### config.mk
export PLATFORM = sky130hd
export DESIGN_NAME = pipe_stage_buf
export DESIGN_NICKNAME = d
export VERILOG_FILES = /design/src/rtl/pipe_stage_pkg.sv /design/src/rtl/pipe_stage_slot.sv /design/src/rtl/pipe_stage_buf.sv
export SDC_FILE = /design/constraint.sdc
export NUM_CORES = 1
export LEC_CHECK = 0
export CORE_ASPECT_RATIO = 0.9
export CORE_UTILIZATION = 41
export CTS_CLUSTER_DIAMETER = 40
export DETAILED_ROUTE_END_ITERATION = 12
export PLACE_DENSITY_LB_ADDON = 0.2
export SYNTH_ARGS = -nofsm -noshare
export SYNTH_HDL_FRONTEND = slang
export SYNTH_SLANG_ARGS = --single-unit
### constraint.sdc
create_clock -name clk -period 2.05 [get_ports clk]
set_input_delay 0.41 -clock clk [delete_from_list [all_inputs] [get_ports clk]]
set_output_delay 0.41 -clock clk [all_outputs]
set_load 0.05 [all_outputs]
### src/rtl/pipe_stage_pkg.sv
// -----------------------------------------------------------------------------
// pipe_stage_pkg
// Shared definitions for the pipe_stage_buf pipeline register stage:
//   - default operand/address/opcode widths and operand channel count
//   - FSM state encoding
//   - beat record layout for the default widths
//   - helper that computes the flat width of one beat for any parameter set
// -----------------------------------------------------------------------------
package pipe_stage_pkg;

  localparam int DEF_DATA_W  = 6;
  localparam int DEF_ADR_W   = 6;
  localparam int DEF_OP_W    = 2;
  localparam int DEF_NUM_OPS = 2;

  // Flow-control state of the stage. ST_TWO is only reachable when the skid
  // entry is built in; ST_HALT_DRAIN is sticky until rst or flush.
  typedef enum logic [1:0] {
    ST_EMPTY      = 2'd0,
    ST_ONE        = 2'd1,
    ST_TWO        = 2'd2,
    ST_HALT_DRAIN = 2'd3
  } state_e;

  // One beat at the default widths. Field order matches the flat packing
  // used inside the stage: {halted, write_adr, alu_inst, data}.
  typedef struct packed {
    logic                                halted;
    logic [DEF_ADR_W-1:0]                write_adr;
    logic [DEF_OP_W-1:0]                 alu_inst;
    logic [DEF_NUM_OPS*DEF_DATA_W-1:0]   data;
  } beat_t;

  // Flat width of one beat for an arbitrary parameterisation.
  function automatic int beat_width(input int data_w, input int adr_w,
                                    input int op_w, input int num_ops);
    return 1 + adr_w + op_w + (data_w * num_ops);
  endfunction

endpackage

### src/rtl/pipe_stage_slot.sv
// -----------------------------------------------------------------------------
// pipe_stage_slot
// One beat register with synchronous load and clear. Clear wins over load so a
// flush can never leave a half-updated beat behind.
// Ports:
//   clk    - clock, rising edge
//   rst    - asynchronous active-high reset, forces q to zero
//   load   - capture d on the next edge
//   clear  - zero the slot on the next edge (priority over load)
//   d      - beat to capture
//   q      - held beat
// -----------------------------------------------------------------------------
module pipe_stage_slot #(
  parameter int W = 8
) (
  input  logic         clk,
  input  logic         rst,
  input  logic         load,
  input  logic         clear,
  input  logic [W-1:0] d,
  output logic [W-1:0] q
);

  // NOTE: sequential state uses non-blocking assignments so every register in
  // the stage samples pre-edge values, independent of block ordering.
  always_ff @(posedge clk or posedge rst) begin
    if (rst) begin
      q <= '0;
    end else if (clear) begin
      q <= '0;
    end else if (load) begin
      q <= d;
    end
  end

endmodule

### src/rtl/pipe_stage_buf.sv
// -----------------------------------------------------------------------------
// pipe_stage_buf
// Valid/ready pipeline register stage with optional skid entry, global freeze,
// flush and a sticky halt marker.
//
// Configuration macro: PIPE_STAGE_SKID_EN
//   defined   - two entries (head + skid), in_ready is a registered signal
//               gated only by freeze/flush, so there is no combinational path
//               from out_ready to in_ready.
//   undefined - single head entry, in_ready follows out_ready combinationally
//               so a full stage can still accept in the cycle it drains.
//
// Ports:
//   clk, rst                      - clock, asynchronous active-high reset
//   in_valid / in_ready           - upstream handshake
//   in_halted, in_write_adr,
//   in_alu_inst, in_data          - upstream beat fields (in_data packs
//                                   NUM_OPS channels, channel k at k*DATA_W)
//   flush                         - drop every held beat, clear halt
//   freeze                        - global stall, nothing moves
//   out_valid / out_ready         - downstream handshake for the head beat
//   out_halted, out_write_adr,
//   out_alu_inst, out_data        - registered head-beat fields
//   occupancy                     - number of held beats (0..2)
//   halt_latched                  - a halt beat has been accepted
// -----------------------------------------------------------------------------
module pipe_stage_buf
  import pipe_stage_pkg::*;
#(
  parameter int DATA_W  = DEF_DATA_W,
  parameter int ADR_W   = DEF_ADR_W,
  parameter int OP_W    = DEF_OP_W,
  parameter int NUM_OPS = DEF_NUM_OPS
) (
  input  logic                      clk,
  input  logic                      rst,
  input  logic                      in_valid,
  output logic                      in_ready,
  input  logic                      in_halted,
  input  logic [ADR_W-1:0]          in_write_adr,
  input  logic [OP_W-1:0]           in_alu_inst,
  input  logic [NUM_OPS*DATA_W-1:0] in_data,
  input  logic                      flush,
  input  logic                      freeze,
  output logic                      out_valid,
  input  logic                      out_ready,
  output logic                      out_halted,
  output logic [ADR_W-1:0]          out_write_adr,
  output logic [OP_W-1:0]           out_alu_inst,
  output logic [NUM_OPS*DATA_W-1:0] out_data,
  output logic [1:0]                occupancy,
  output logic                      halt_latched
);

  localparam int BEAT_W = beat_width(DATA_W, ADR_W, OP_W, NUM_OPS);

`ifdef PIPE_STAGE_SKID_EN
  localparam logic [1:0] CAPACITY = 2'd2;
`else
  localparam logic [1:0] CAPACITY = 2'd1;
`endif

  state_e            state_q, state_d;
  logic [1:0]        occ_q, occ_d;
  logic              accept, transfer;
  logic [BEAT_W-1:0] in_beat;
  logic [BEAT_W-1:0] head_d, head_q;
  logic              head_load;

  // ---------------------------------------------------------------------------
  // Handshake decode
  // ---------------------------------------------------------------------------
  assign in_beat   = {in_halted, in_write_adr, in_alu_inst, in_data};
  assign accept    = in_valid && in_ready;
  assign transfer  = out_valid && out_ready && !freeze;

  assign out_valid    = (occ_q != 2'd0);
  assign occupancy    = occ_q;
  assign halt_latched = (state_q == ST_HALT_DRAIN);

  assign {out_halted, out_write_adr, out_alu_inst, out_data} = head_q;

  // ---------------------------------------------------------------------------
  // Occupancy and FSM next state. in_ready already folds in freeze and flush,
  // so under freeze both accept and transfer are low and nothing changes.
  // ---------------------------------------------------------------------------
  // NOTE: every signal written in always_comb gets a default on entry so no
  // path leaves it unassigned and no latch is inferred.
  always_comb begin
    occ_d = occ_q;
    if (flush) begin
      occ_d = 2'd0;
    end else if (accept && !transfer) begin
      occ_d = occ_q + 2'd1;
    end else if (!accept && transfer) begin
      occ_d = occ_q - 2'd1;
    end
  end

  always_comb begin
    state_d = state_q;
    if (flush) begin
      state_d = ST_EMPTY;
    end else if (halt_latched || (accept && in_halted)) begin
      // Halt is sticky; held beats keep draining while occupancy counts down.
      state_d = ST_HALT_DRAIN;
    end else begin
      case (occ_d)
        2'd0:    state_d = ST_EMPTY;
        2'd1:    state_d = ST_ONE;
        default: state_d = ST_TWO;
      endcase
    end
  end

  always_ff @(posedge clk or posedge rst) begin
    if (rst) begin
      state_q <= ST_EMPTY;
      occ_q   <= 2'd0;
    end else begin
      state_q <= state_d;
      occ_q   <= occ_d;
    end
  end

`ifdef PIPE_STAGE_SKID_EN
  // ---------------------------------------------------------------------------
  // Two-entry datapath: head feeds the outputs, skid catches the beat that
  // arrives while the head is stalled. On a transfer with both full the skid
  // moves into the head in the same edge, so there is no bubble.
  // ---------------------------------------------------------------------------
  logic [BEAT_W-1:0] skid_q;
  logic              skid_load;
  logic              ready_q;

  assign head_load = (accept && ((occ_q == 2'd0) || transfer)) ||
                     (transfer && (occ_q == 2'd2));
  assign head_d    = (occ_q == 2'd2) ? skid_q : in_beat;
  assign skid_load = accept && (occ_q == 2'd1) && !transfer;

  // Space/halt part of in_ready is computed from next-state values and
  // registered; freeze and flush are global controls applied on top.
  always_ff @(posedge clk or posedge rst) begin
    if (rst) begin
      ready_q <= 1'b0;
    end else begin
      ready_q <= (state_d != ST_HALT_DRAIN) && (occ_d < CAPACITY);
    end
  end

  assign in_ready = ready_q && !freeze && !flush;

  pipe_stage_slot #(.W(BEAT_W)) u_skid_slot (
    .clk   (clk),
    .rst   (rst),
    .load  (skid_load),
    .clear (flush),
    .d     (in_beat),
    .q     (skid_q)
  );
`else
  // ---------------------------------------------------------------------------
  // Single-entry datapath: an accept can only happen into an empty head or in
  // the cycle the head leaves, so the head always loads straight from input.
  // init_q keeps in_ready low while rst is held and raises it on the first
  // edge after release.
  // ---------------------------------------------------------------------------
  logic init_q;

  always_ff @(posedge clk or posedge rst) begin
    if (rst) begin
      init_q <= 1'b0;
    end else begin
      init_q <= 1'b1;
    end
  end

  assign in_ready  = init_q && !freeze && !halt_latched && !flush &&
                     ((occ_q == 2'd0) || transfer);
  assign head_load = accept;
  assign head_d    = in_beat;
`endif

  pipe_stage_slot #(.W(BEAT_W)) u_head_slot (
    .clk   (clk),
    .rst   (rst),
    .load  (head_load),
    .clear (flush),
    .d     (head_d),
    .q     (head_q)
  );

endmodule

**Wiring heat map**

Bar = 20 µm. 12 x 11 tiles, from white (low) to dark blue (high), scaled to the fullest tile. Values are wire area over tile area, all layers added.
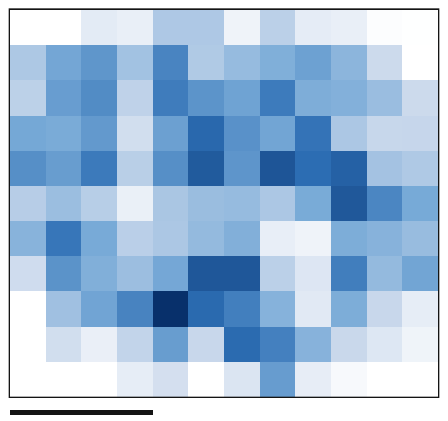
- fullest tile: 0.35
- mean over tiles: 0.14
- nearly empty tiles: 9.8%
wire per inst: 12.41 µm
Overall Global Routing Usage: 18.51%

**Met3 routing**

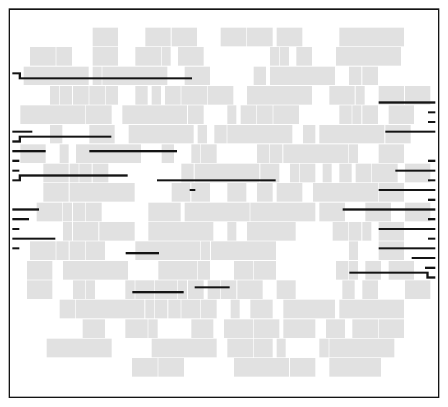
- nets with wire on the layer: 33
- main direction: horizontal
- wire length on this layer: 198 µm
- longest straight run: 23.9 µm
- share of all routed wire: 7.2%
via count: 1052
global-route track usage on met3: 6.490%
final WL: 2.755 mm

**Metal layers overlaid**

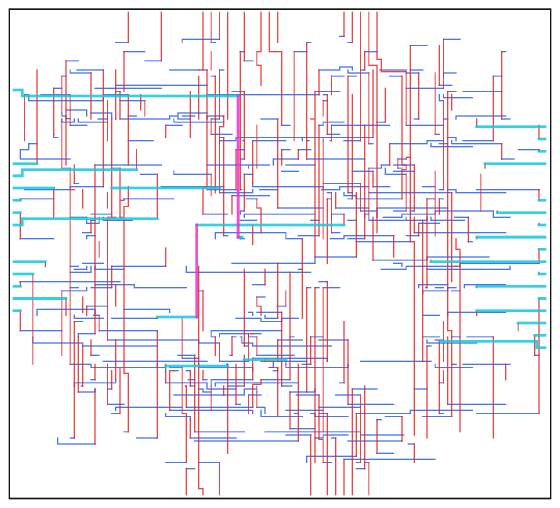
- blue: metal 1 (wire length 1140 µm)
- red: metal 2 (wire length 1390 µm)
- cyan: metal 3 (wire length 198 µm)
- magenta: metal 4 (wire length 25.8 µm)

**Clock wiring as the flow saved it**

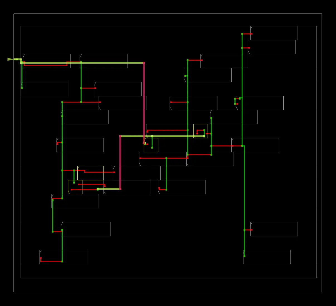
clk latency late pin: 0.32 ns
CTS sink count: 26
clock buffers: 4
P_clk: 0.255 mW

**Clock distribution**

Bar = 20 µm.
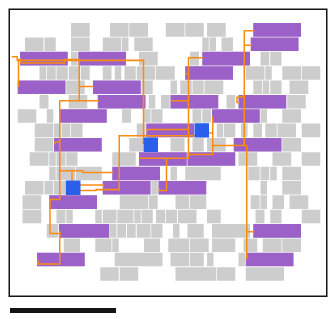
- blue: clock drivers (count 3)
- purple: flip-flops (count 26)
- orange: clock wires (length 300 µm)
- routed clock nets: 4
- flops lie: all over the die

==> reports/summary.txt <==
Comb gates -> 88
Crit start category -> flip-flop
Die W -> 59.88 µm
Syn-to-layout area delta -> 52.83%
Met2 WL post-DR -> 1.387 mm
Main synth FF type -> dfrtp_1
Dpl cell area -> 0.001831 mm²
Ys async rst share -> 100.0%
Largest Register -> u_head_slot.q
Area leader share -> 52.63%
RSZ-0062 raised after global routing -> no
Final Slew Violations -> 0
Max reg flops -> 21
Synth flops -> 26
Chip area in the Yosys report -> 0.001236 mm²
Hold Violations, Final -> 0
Non-clk buf share -> 30.99%
Fill cells -> 234
Dpl cells -> 217
Setup violators final -> 0
Initial core utilization -> 43.91%
Register area share after synthesis -> 52.63%
Num CTS Buffers -> 3
Clk slew on worst S/H paths -> 0.14 ns
H-tree Lvls -> 1
Row Count -> 18
Synth area leader -> dfrtp_1
Sw frac -> 29.34%
Layout clock area frac -> 1.921%
Worst Skew -> 0.006543 ns
Static Leak -> 0.7955 nW
Final HPWL DP -> 2.082 mm
Max_cap viols -> 0
Top cells by area -> dfrtp_1 (53%), nand2b_1 (11%), o21ai_0 (9.3%)
Layout cells sized above 1 -> 12.09%
Largest class -> flip-flops and latches
Final Cycle Share -> 96.09%
Max Fanout on Critical Path -> 6
Die height -> 54.09 µm
Cts hold-fix bufs -> 0
Crit path DAT -> 1.56 ns
Slew @ Worst Pin -> 0.5231 ns
DR pass1 iterations -> 4
Global-route wire length before repair -> 4.333 mm
XOR Share, Synth -> 1.417%
Slew headroom -> 65.07%
Antenna violations before repair -> 0
FF/Latch Area -> 651.9 µm²
Kind of critical path -> reg2out
Comb area -> 543.0 µm²
Setup TNS -> 0 ns
CP Capture Point -> occupancy[0]
Largest power group -> registers
Slowest CP cell -> clkdlybuf4s50_1
Tapcells -> 40
Final Cell Area -> 0.001889 mm²
Synthesized area -> 0.001236 mm²
Clock group share of total power -> 22.9%
Crit. path cell count -> 1
Clock tree from TritonCTS -> done
WP buf/inv -> 1
R2R Path End -> u_head_slot.q[6]
Tot Pwr -> 1.115 mW
WL met1 -> 1.144 mm
Most frequent cells after synthesis -> dfrtp_1 (26), o21ai_0 (23), nand2_1 (22), nand2b_1 (22), inv_1 (6)
Grt total ovfl -> 0
Final Instance Count excl. Fillers -> 222
Combinational fraction of the cell area -> 28.74%
Met3 wire length -> 197 µm
Flop count -> 26
Synthesized area per cell -> 9.658 µm²
VDD IR-drop max -> 0.0005234 V
CP top delay family -> buffers and inverters
Bufs on Longest Clock Path -> 2
DRC -> 0
Die area -> 0.003239 mm²
Simple share -> 25.51%
Worst R2R Setup Slack -> 0.29 ns
Status -> finished clean
Routed Antenna Nets -> 0
Met2 usage -> 33.33%
Num ports -> 53
Grt peak-use layer -> met2
AO/OA Area Share -> 12.65%
Power is estimated from default activity; no workload was simulated.
